[src/rtl/prog_clk_div_if.sv]
// prog_clk_div_if: control/status and divided-clock outputs of prog_clk_div.
interface prog_clk_div_if #(parameter int CNT_W = 16);
    logic             en;
    logic [CNT_W-1:0] div_val;
    logic             div_load;
    logic [CNT_W-1:0] div_cur;
    logic             div_pend;
    logic             div_err;
    logic             clkout;
    logic             clk_rise;
    logic             clk_fall;
    modport master (
        output en, div_val, div_load,
        input  div_cur, div_pend, div_err, clkout, clk_rise, clk_fall
    );
    modport slave (
        input  en, div_val, div_load,
        output div_cur, div_pend, div_err, clkout, clk_rise, clk_fall
    );
endinterface

[src/rtl/prog_clk_div.sv]
// prog_clk_div: runtime-programmable integer clock divider with rise/fall strobes.
// Define PROG_CLK_DIV_DUTY50_EN to add a negedge stage giving 50% duty on odd divisors.
module prog_clk_div #(
    parameter int CNT_W       = 16,
    parameter int DIV_DEFAULT = 5
) (
    input logic          clk,
    input logic          rst_n,
    prog_clk_div_if.slave bus
);
    logic [CNT_W-1:0] cnt, cnt_nxt, pend, div_cur;
    logic div_pend, div_err, clkout_p, clk_rise, clk_fall;
    logic wrap, p_nxt, load_ok;
    assign wrap    = cnt == div_cur - CNT_W'(1);
    assign cnt_nxt = wrap ? '0 : cnt + CNT_W'(1);
    assign p_nxt   = cnt_nxt < (div_cur >> 1);
    assign load_ok = bus.div_load && bus.div_val >= CNT_W'(2);
    always_ff @(posedge clk) begin
        if (!rst_n) begin
            cnt      <= CNT_W'(DIV_DEFAULT - 1);
            div_cur  <= CNT_W'(DIV_DEFAULT);
            pend     <= '0;
            div_pend <= 1'b0;
            div_err  <= 1'b0;
            clkout_p <= 1'b0;
            clk_rise <= 1'b0;
            clk_fall <= 1'b0;
        end else begin
            div_err  <= bus.div_load && !load_ok;
            clk_rise <= bus.en && p_nxt && !clkout_p;
            clk_fall <= bus.en && !p_nxt && clkout_p;
            if (bus.en) begin
                cnt      <= cnt_nxt;
                clkout_p <= p_nxt;
                if (wrap && div_pend) begin
                    div_cur  <= pend;
                    div_pend <= 1'b0;
                end
            end
            // a load on the wrap edge re-arms pend for the following boundary
            if (load_ok) begin
                pend     <= bus.div_val;
                div_pend <= 1'b1;
            end
        end
    end
`ifdef PROG_CLK_DIV_DUTY50_EN
    logic clkout_n;
    always_ff @(negedge clk) begin
        if (!rst_n)
            clkout_n <= 1'b0;
        else if (bus.en)
            clkout_n <= clkout_p;
    end
    assign bus.clkout = clkout_p | (clkout_n & div_cur[0]);
`else
    assign bus.clkout = clkout_p;
`endif
    assign bus.div_cur  = div_cur;
    assign bus.div_pend = div_pend;
    assign bus.div_err  = div_err;
    assign bus.clk_rise = clk_rise;
    assign bus.clk_fall = clk_fall;
endmodule

[src/flat_wrapper.sv]
// flat-port wrapper written by rule: the top's interface ports become plain ports
module prog_clk_div_flat 
#(
    parameter int CNT_W       = 16,
    parameter int DIV_DEFAULT = 5
)
  (clk, rst_n, bus_en, bus_div_val, bus_div_load, bus_div_cur, bus_div_pend, bus_div_err, bus_clkout, bus_clk_rise, bus_clk_fall);
  prog_clk_div_if #(.CNT_W(CNT_W)) bus_i ();
  input logic clk;
  input logic rst_n;
  input wire logic [$bits(bus_i.en)-1:0] bus_en;
  input wire logic [$bits(bus_i.div_val)-1:0] bus_div_val;
  input wire logic [$bits(bus_i.div_load)-1:0] bus_div_load;
  output wire logic [$bits(bus_i.div_cur)-1:0] bus_div_cur;
  output wire logic [$bits(bus_i.div_pend)-1:0] bus_div_pend;
  output wire logic [$bits(bus_i.div_err)-1:0] bus_div_err;
  output wire logic [$bits(bus_i.clkout)-1:0] bus_clkout;
  output wire logic [$bits(bus_i.clk_rise)-1:0] bus_clk_rise;
  output wire logic [$bits(bus_i.clk_fall)-1:0] bus_clk_fall;
  assign bus_i.en = bus_en;
  assign bus_i.div_val = bus_div_val;
  assign bus_i.div_load = bus_div_load;
  assign bus_div_cur = bus_i.div_cur;
  assign bus_div_pend = bus_i.div_pend;
  assign bus_div_err = bus_i.div_err;
  assign bus_clkout = bus_i.clkout;
  assign bus_clk_rise = bus_i.clk_rise;
  assign bus_clk_fall = bus_i.clk_fall;
  prog_clk_div #(.CNT_W(CNT_W), .DIV_DEFAULT(DIV_DEFAULT)) u_core (.clk(clk), .rst_n(rst_n), .bus(bus_i));
endmodule
[config.mk]
export PLATFORM = sky130hd
export DESIGN_NAME = prog_clk_div_flat
export DESIGN_NICKNAME = d
export VERILOG_FILES = /design/src/rtl/prog_clk_div_if.sv /design/src/rtl/prog_clk_div.sv /design/src/flat_wrapper.sv
export SDC_FILE = /design/constraint.sdc
export NUM_CORES = 1
export LEC_CHECK = 0
export ABC_AREA = 1
export CELL_PAD_IN_SITES_DETAIL_PLACEMENT = 1
export CELL_PAD_IN_SITES_GLOBAL_PLACEMENT = 2
export CORE_MARGIN = 2
export CORE_UTILIZATION = 27
export CTS_CLUSTER_SIZE = 10
export DETAILED_ROUTE_END_ITERATION = 6
export PLACE_DENSITY_LB_ADDON = 0.1
export SYNTH_ARGS = -nofsm -noshare
export SYNTH_HDL_FRONTEND = slang
export SYNTH_SLANG_ARGS = --single-unit
[constraint.sdc]
create_clock -name clk -period 2.66 [get_ports clk]
set_input_delay 0.532 -clock clk [delete_from_list [all_inputs] [get_ports clk]]
set_output_delay 0.532 -clock clk [all_outputs]
set_load 0.02 [all_outputs]
==> flow_summary.toml, run 1 <==
# generated from flow reports
[route]
post-route-drc-count = 0
first_iter_violations = 100
route.vias.total = 3568
ant_nets = 0
dr.pass1.iters = 4
totalWireLength_um = 11200
avgViaCountPerCell = 4.71
avgRoutedWirePerCell_um = 14.8

[sta]
report.final.setup_viol = 3
setup_tns_ns = -0.665
period_needed_ns = 2.90
worst_slack_ns = -0.245
unrepaired_setup_endpoints_after_global_routing = "yes"
worst_slew_pin_slew_ns = 0.787
fmax_mhz = 344
maxSlewViolCount = 0
maxSlewHeadroom = 0.472
period_used_share = 1.09
report.final.hold_viol_count = 0
fin_worst_skew_ns = 0.00705

[setup_path]
r2r-end = "u_core.bus.clk_rise"
worstSetupPathType = "reg -> reg"
r2r_setup_slack_ns = -0.24
worst-endpoint-arrival_ns = 3.15
path_cells = "inv_4, ha_4, inv_2, nand2_1, nand2_1, xor2_1, nand3_2, nor3_4, buf_6, nand3_4, inv_2, nor2_1, ha_1, a21o_1, a21oi_1, o211ai_1, inv_1, nand3_2, nor2_2"
timing.critical_path.buf_inv = 5
cp_num_cells = 19
timing.critical_path.fanout_max = 7
crit_end = "u_core.bus.clk_rise"
crit_path_start_kind = "flop"
critPathCaptureType = "flop"
kind_of_cell_with_the_highest_combined_delay_on_the_critical_path = "simple AND/OR/NAND/NOR gates"
timing.rr.start = "u_core.bus.div_cur[1]"
rr_worst_depth = 19
critical_path.slowest_cell = "sky130_fd_sc_hd__dfxtp_4"
cpPeakStageDelay_ns = 0.39
required_ns = 2.90
timing.critical_path.from = "u_core.bus.div_cur[1]"

[logic_synthesis]
synth_area_leader_cell = "sky130_fd_sc_hd__dfxtp_1"
postSynthNetCount = 525
synth_adder_area_share = 0.0625
syn_inst = 489
post_synth_instance_area_mm2 = 0.00321
enable_flop_cells = 0
synth_top_flop_cell = "sky130_fd_sc_hd__dfxtp_1"
seq_area_frac_synth = 0.331
synth-seq-cells = 53
mux_area_frac = 0
post_synth_main_logic_family = "simple AND/OR/NAND/NOR gates"
simple_gate_share = 0.332
synthDominantCellAreaShare = 0.331
area_contributors_post_synth = "sky130_fd_sc_hd__dfxtp_1 (33%), sky130_fd_sc_hd__nand2_1 (13%), sky130_fd_sc_hd__nor2_1 (8.2%)"
yosys-stat-area_mm2 = 0.00321
synth-xor-area-share = 0.0410
number_of_cell_instances_after_yosys_synthesis = 489
async_flop_share = 0
synth.cells.most_frequent = "sky130_fd_sc_hd__nand2_1 (110), sky130_fd_sc_hd__nor2_1 (70), sky130_fd_sc_hd__inv_1 (62)"
yosysMostFrequentCell = "sky130_fd_sc_hd__nand2_1"
post_synth_num_cell_types = 31
synth.cellmix.compoundShare = 0.136
count_of_yosys_warnings_during_synthesis = 0
post_synth.cell_area_avg_um2 = 6.56

[grt]
grt_pass1_wl_um = 18500
antenna_found_initial = 0
grt_start_max_net_pins = 36
globalRouteTotalUtil = 0.183
grt_remaining_overflow = 0
via_count_of_the_first_global_routing_pass = 3689

[run]
number_of_warnings_the_tools_reported = 29
maxCapViolations = 0

[floorplanning]
chip_area_mm2 = 0.0128
core_region_area_mm2 = 0.0115
die.size.x_um = 113
floorplanUtilization = 0.278
chipHeight_um = 113
i_o_pins = 41

[finish]
most-common-layout-cells = "sky130_fd_sc_hd__nand2_1 (87), sky130_fd_sc_hd__buf_4 (82), sky130_fd_sc_hd__nor2_1 (59)"
antenna_diode_count = 0
fin_nets = 649
final_layout_size_suffix_gt1_frac = 0.306
final_cell_area_mm2 = 0.00504
mostFrequentLayoutCell = "sky130_fd_sc_hd__nand2_1"
area_growth_pct = 57.1

[clock_network]
clock_tree.htree_level_count = 2
cts-buffers-inserted = 5
cts_tree = "done"
clock_sink_count = 53
clock_pin_slew_worst_setup_and_hold_paths_ns = 0.07
clockRootBuffer = "sky130_fd_sc_hd__clkbuf_16"
clock.latency.late_pin_ns = 0.31
clockBufferDepth = 2

[worst_hold_path]
worstHoldStart = "u_core.pend[14]"
hold_path_end = "u_core.bus.div_cur[14]"
timing.hold.worst_path_depth = 2
min_path_type = "reg -> reg"

[power]
max-vdd-ir-drop_v = 0.000213
power-per-cell-area_mw_per_mm2 = 398
power.static_leakage_uw = 0.00238

[placed_design]
detailedPlacementHpwl_um = 8620
worst_setup_slack_before_clock_tree_synthesis_ns = -0.550
portBuffers = 40
gpl.final_weighted_congestion = 0.816
place.detailed.instances = 733
placed_cell_area_mm2 = 0.00432

[outcome]
failing_checks = "negative setup slack"
run_status = "complete, but fails checks"
run 1: area by class of cell:
class,instances,area [µm²]
Inverter,65,254
Timing Repair Buffer,130,1140
Multi-Input combinational cell,358,2230
Clock buffer,6,139
Tap cell,143,179
Sequential cell,53,1080
Fill cell,1437,6480
Clock inverter,2,17.5
run 1: state kept, by name, summed over array words and instances, names as in the netlist:
register and flops:
u_core.bus.div_pend 1, u_core.bus.clk_fall 1, u_core.bus.div_cur 16, u_core.bus.div_err 1, u_core.cnt 16, u_core.bus.clk_rise 1, u_core.bus.clkout 1, u_core.pend 16
run 1: per-layer routing:
| layer | global-route usage | share of wire |
|---|---|---|
| met1 | 0.241 | 0.48 |
| met2 | 0.304 | 0.48 |
| met3 | 0.0407 | 0.031 |
| met4 | 0.0504 | 0.015 |
| met5 | 0 | 0 |
run 1: logic make-up after synthesis:
kind of cell | after synthesis
and+or+nand+nor | 244
xor gates and xnor gates | 15
DFF | 53
adders and majority gates | 16
buffers and inverters | 79
AOI/OAI and AO/OA | 82
run 1: stage by stage:
stage / power [µW] / util / hold WS (ns)
after global routing: 2120 / 0.437 / 0.488
after detailed placement: 1240 / 0.375 / 0.451
final: 2010 / 0.437 / 0.469
after CTS: 2010 / 0.413 / 0.462
after global placement: 1230 / 0.375 / 0.452
after floorplan: 1070 / - / 0.434
run 1: power by group:
| group | switching, µW | internal [µW] | leakage (µW) | total [µW] |
|---|---|---|---|---|
| Clock | 335 | 381 | 0.0000775 | 717 |
| Sequential | 39.1 | 829 | 0.000439 | 868 |
| Combinational | 227 | 195 | 0.00186 | 422 |
run 1: repair_timing:
item | CTS | global route
hold buffers | 0 | 0
setup buffers | 10 | 4
pin swaps | 21 | 29
endpoints found under the setup margin | 17 | 19
resized | 50 | 61
cloned | 1 | 1
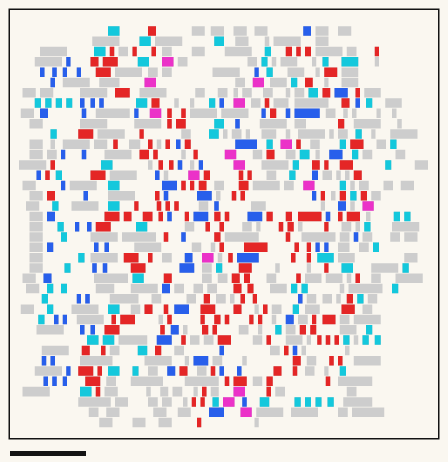
(run_1/gate_families.png)
Scale bar: 20 µm.
- red: NAND gates (cells 160)
- cyan: inverting AOI/OAI gates (cells 81; where spread over the die)
- magenta: XOR/XNOR gates (cells 15)
- blue: NOR gates (cells 85; where spread over the die)

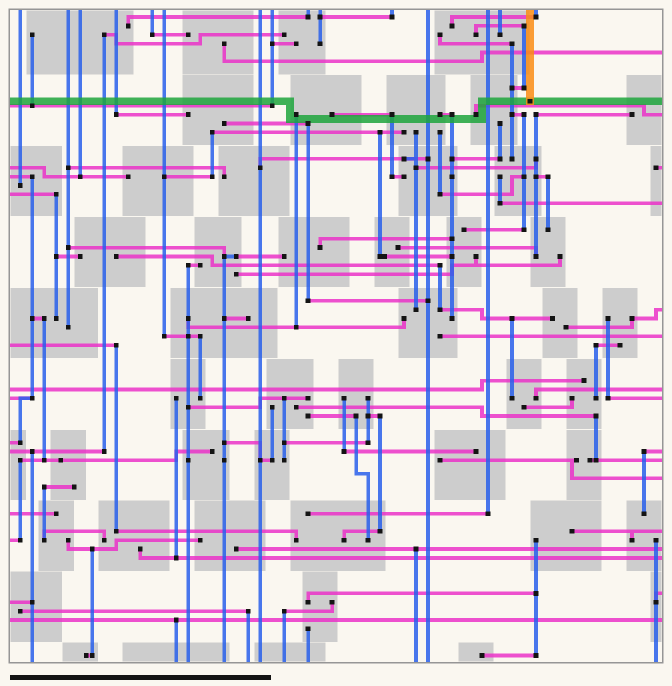
(run_1/zoom.png)
Scale bar: 10 µm. Window x 44 to 69, y 21 to 46 µm. Cells in gray, sequential cells in the stronger gray; small squares are vias.
- green: met3
- orange: met4
- magenta: met1
- blue: met2
- most frequent: buf_4 (13), nand2_1 (10), nand3_1 (5)
- cells with their middle in the window: 42
- sequential cells in the window: 0

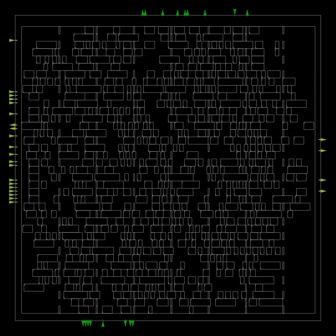
(run_1/final_placement.png)
placement row count: 39
core utilization of the finished layout: 0.437
Layout Cells excl Fill: 757

--- run 2 (diff from run 1) ---
SLEW_MARGIN = 10   (was default)
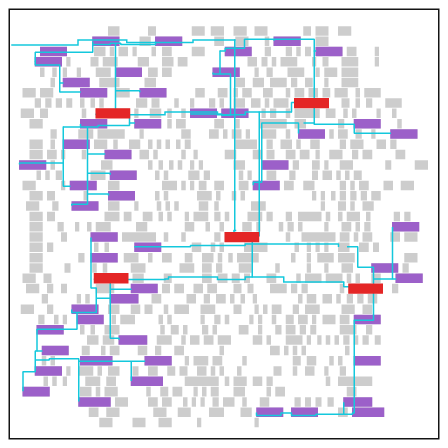
(run_2/clock_map.png)
- cyan: clock wires (length 913 µm)
- red: cells driving clock nets (count 5)
- purple: flip-flops (count 53)
- routed clock nets: 6
- flops lie: spread over the die

==> run 2 against run 1 <==
Compared with the run above: cell count unchanged; core utilization unchanged; total power unchanged; clock power about the same; the run still ends with negative setup slack left; wire length unchanged; register-to-register slack about the same; critical path depth unchanged; combinational power about the same; maximum frequency unchanged; global-route usage unchanged; die area unchanged; synthesized cell count unchanged.
==> flow_summary.toml, run 2 <==
# generated from flow reports
[floorplanning]
floorplanUtilization = 0.278
chip_area_mm2 = 0.0128
die.size.x_um = 113
i_o_pins = 41
std_cell_rows = 39

[logic_synthesis]
synth.cellmix.compoundShare = 0.136
synth-seq-cells = 53
post_synth_main_logic_family = "simple AND/OR/NAND/NOR gates"
yosys-stat-area_mm2 = 0.00321
synth_area_leader_cell = "sky130_fd_sc_hd__dfxtp_1"
synth_adder_area_share = 0.0625
synth-xor-area-share = 0.0410
enable_flop_cells = 0
synth_top_flop_cell = "sky130_fd_sc_hd__dfxtp_1"
yosysMostFrequentCell = "sky130_fd_sc_hd__nand2_1"
area_contributors_post_synth = "sky130_fd_sc_hd__dfxtp_1 (33%), sky130_fd_sc_hd__nand2_1 (13%), sky130_fd_sc_hd__nor2_1 (8.2%)"
post_synth.cell_area_avg_um2 = 6.56
synth.cells.most_frequent = "sky130_fd_sc_hd__nand2_1 (110), sky130_fd_sc_hd__nor2_1 (70), sky130_fd_sc_hd__inv_1 (62)"
post_synth_num_cell_types = 31
number_of_cell_instances_after_yosys_synthesis = 489
seq_area_frac_synth = 0.331
async_flop_share = 0

[setup_path]
worstSetupPathType = "reg -> reg"
r2r_setup_slack_ns = -0.24
timing.critical_path.buf_inv = 5
timing.rr.start = "u_core.bus.div_cur[1]"
crit_path_start_kind = "flop"
kind_of_cell_with_the_highest_combined_delay_on_the_critical_path = "simple AND/OR/NAND/NOR gates"
timing.critical_path.from = "u_core.bus.div_cur[1]"
worst-endpoint-arrival_ns = 3.15
cpPeakStageDelay_ns = 0.39
timing.critical_path.fanout_max = 7
critPathCaptureType = "flop"

[grt]
groute.layer.met2.usage = 0.304
top_usage_layer = "met2"
globalRouteTotalUtil = 0.183
antenna_found_initial = 0
globalRouteMet3Util = 0.0407

[power]
comb_power_share = 0.210
max-vdd-ir-drop_v = 0.000213
power.net_switching_uw = 602
power-per-cell-area_mw_per_mm2 = 398
power.static_leakage_uw = 0.00238
clkPwrFrac = 0.357
swShare = 0.300
power_report.internal_total_uw = 1410

[sta]
final.hold.worst_slack_ns = 0.469
fmax_mhz = 344
period_needed_ns = 2.90
worst_slew_pin_slew_ns = 0.787
report.final.setup_viol = 3
worst_slack_ns = -0.245
report.final.hold_viol_count = 0
maxSlewViolCount = 0
period_used_share = 1.09
setup_tns_ns = -0.665

[route]
totalWireLength_um = 11200
route.vias.total = 3568
first_iter_violations = 100
ant_nets = 0
post-route-drc-count = 0

[outcome]
failing_checks = "negative setup slack"
run_status = "complete, but fails checks"

[clock_network]
clock.latency.late_pin_ns = 0.31
clock_tree.htree_level_count = 2
clockRootBuffer = "sky130_fd_sc_hd__clkbuf_16"
clockBufferDepth = 2
cts_tree = "done"

[worst_hold_path]
min_path_type = "reg -> reg"
worstHoldStart = "u_core.pend[14]"

[placed_design]
place.detailed.instances = 733
detailedPlacementHpwl_um = 8620
portBuffers = 40
gpl.final_weighted_congestion = 0.816

[finish]
layout_top_registers = "u_core.bus.div_cur: 16 flops, u_core.cnt: 16 flops, u_core.pend: 16 flops"
antenna_diode_count = 0
n_fill_cell = 1437
fin_nets = 649
area.sequential_mm2 = 0.00108
mostFrequentLayoutCell = "sky130_fd_sc_hd__nand2_1"

[run]
maxCapViolations = 0
==> run 2: cell counts after synthesis <==
Identical to the previous run, type by type.
==> run 2: cell families after synthesis <==
family                   after synthesis
buffers and inverters                 79
flip-flops                            53
AND/OR/NAND/NOR                      244
AND-OR/OR-AND                         82
XOR/XNOR                              15
adder cells (fa/ha/maj)               16
==> run 2: timing repair <==
action | in CTS | in global routing
endpoints found under the setup margin | 17 | 19
pin swaps | 21 | 29
endpoints found under the hold margin | 0 | 0
resized | 50 | 61
buffers inserted | 10 | 4
cloned | 1 | 1
==> run 2: through the flow <==
stage	cell area (µm²)	setup slack, ns	utilization	power, µW
after detailed placement	4320	-0.550	0.375	1240
after CTS	4750	-0.179	0.413	2010
after global routing	5040	-0.448	0.437	2120
after floorplan	3250	-0.0138	-	1070
after global placement	4320	-0.472	0.375	1230
final	5040	-0.245	0.437	2010
==> run 2: area by class of cell <==
cell class,count,area share
clock buffers,6,0.0276
clock inverters,2,0.00348
inverters,65,0.0504
multi-input cells,358,0.442
flip-flops and latches,53,0.214
well taps,143,0.0355
repair buffers,130,0.227
==> run 2: path summary, 6_finish.rpt <==
kind	to	cells past startpoint
setup / recovery	u_core.bus.clk_rise	19
hold / removal	u_core.bus.div_cur[14]	2
setup reg to reg	u_core.bus.clk_rise	19
hold reg to reg	u_core.bus.div_cur[14]	2
==> run 2: per-layer routing <==
metal | wire (µm) | part of all wire | vias to the layer above
li1 | - | - | 1839
met2 | 5370 | 0.48 | 40
met3 | 343 | 0.031 | 10
met5 | 0 | 0 | -
met1 | 5340 | 0.48 | 1679
met4 | 171 | 0.015 | 0
==> run 2: power by group through the flow <==
stage	sequential, µW	clock (µW)	combinational, µW
floorplan	881	0	191
global placement	877	0	349
detailed placement	878	0	358
CTS	862	743	408
global route	875	776	472
finish	868	717	422
Power is estimated from default activity; no workload was simulated.
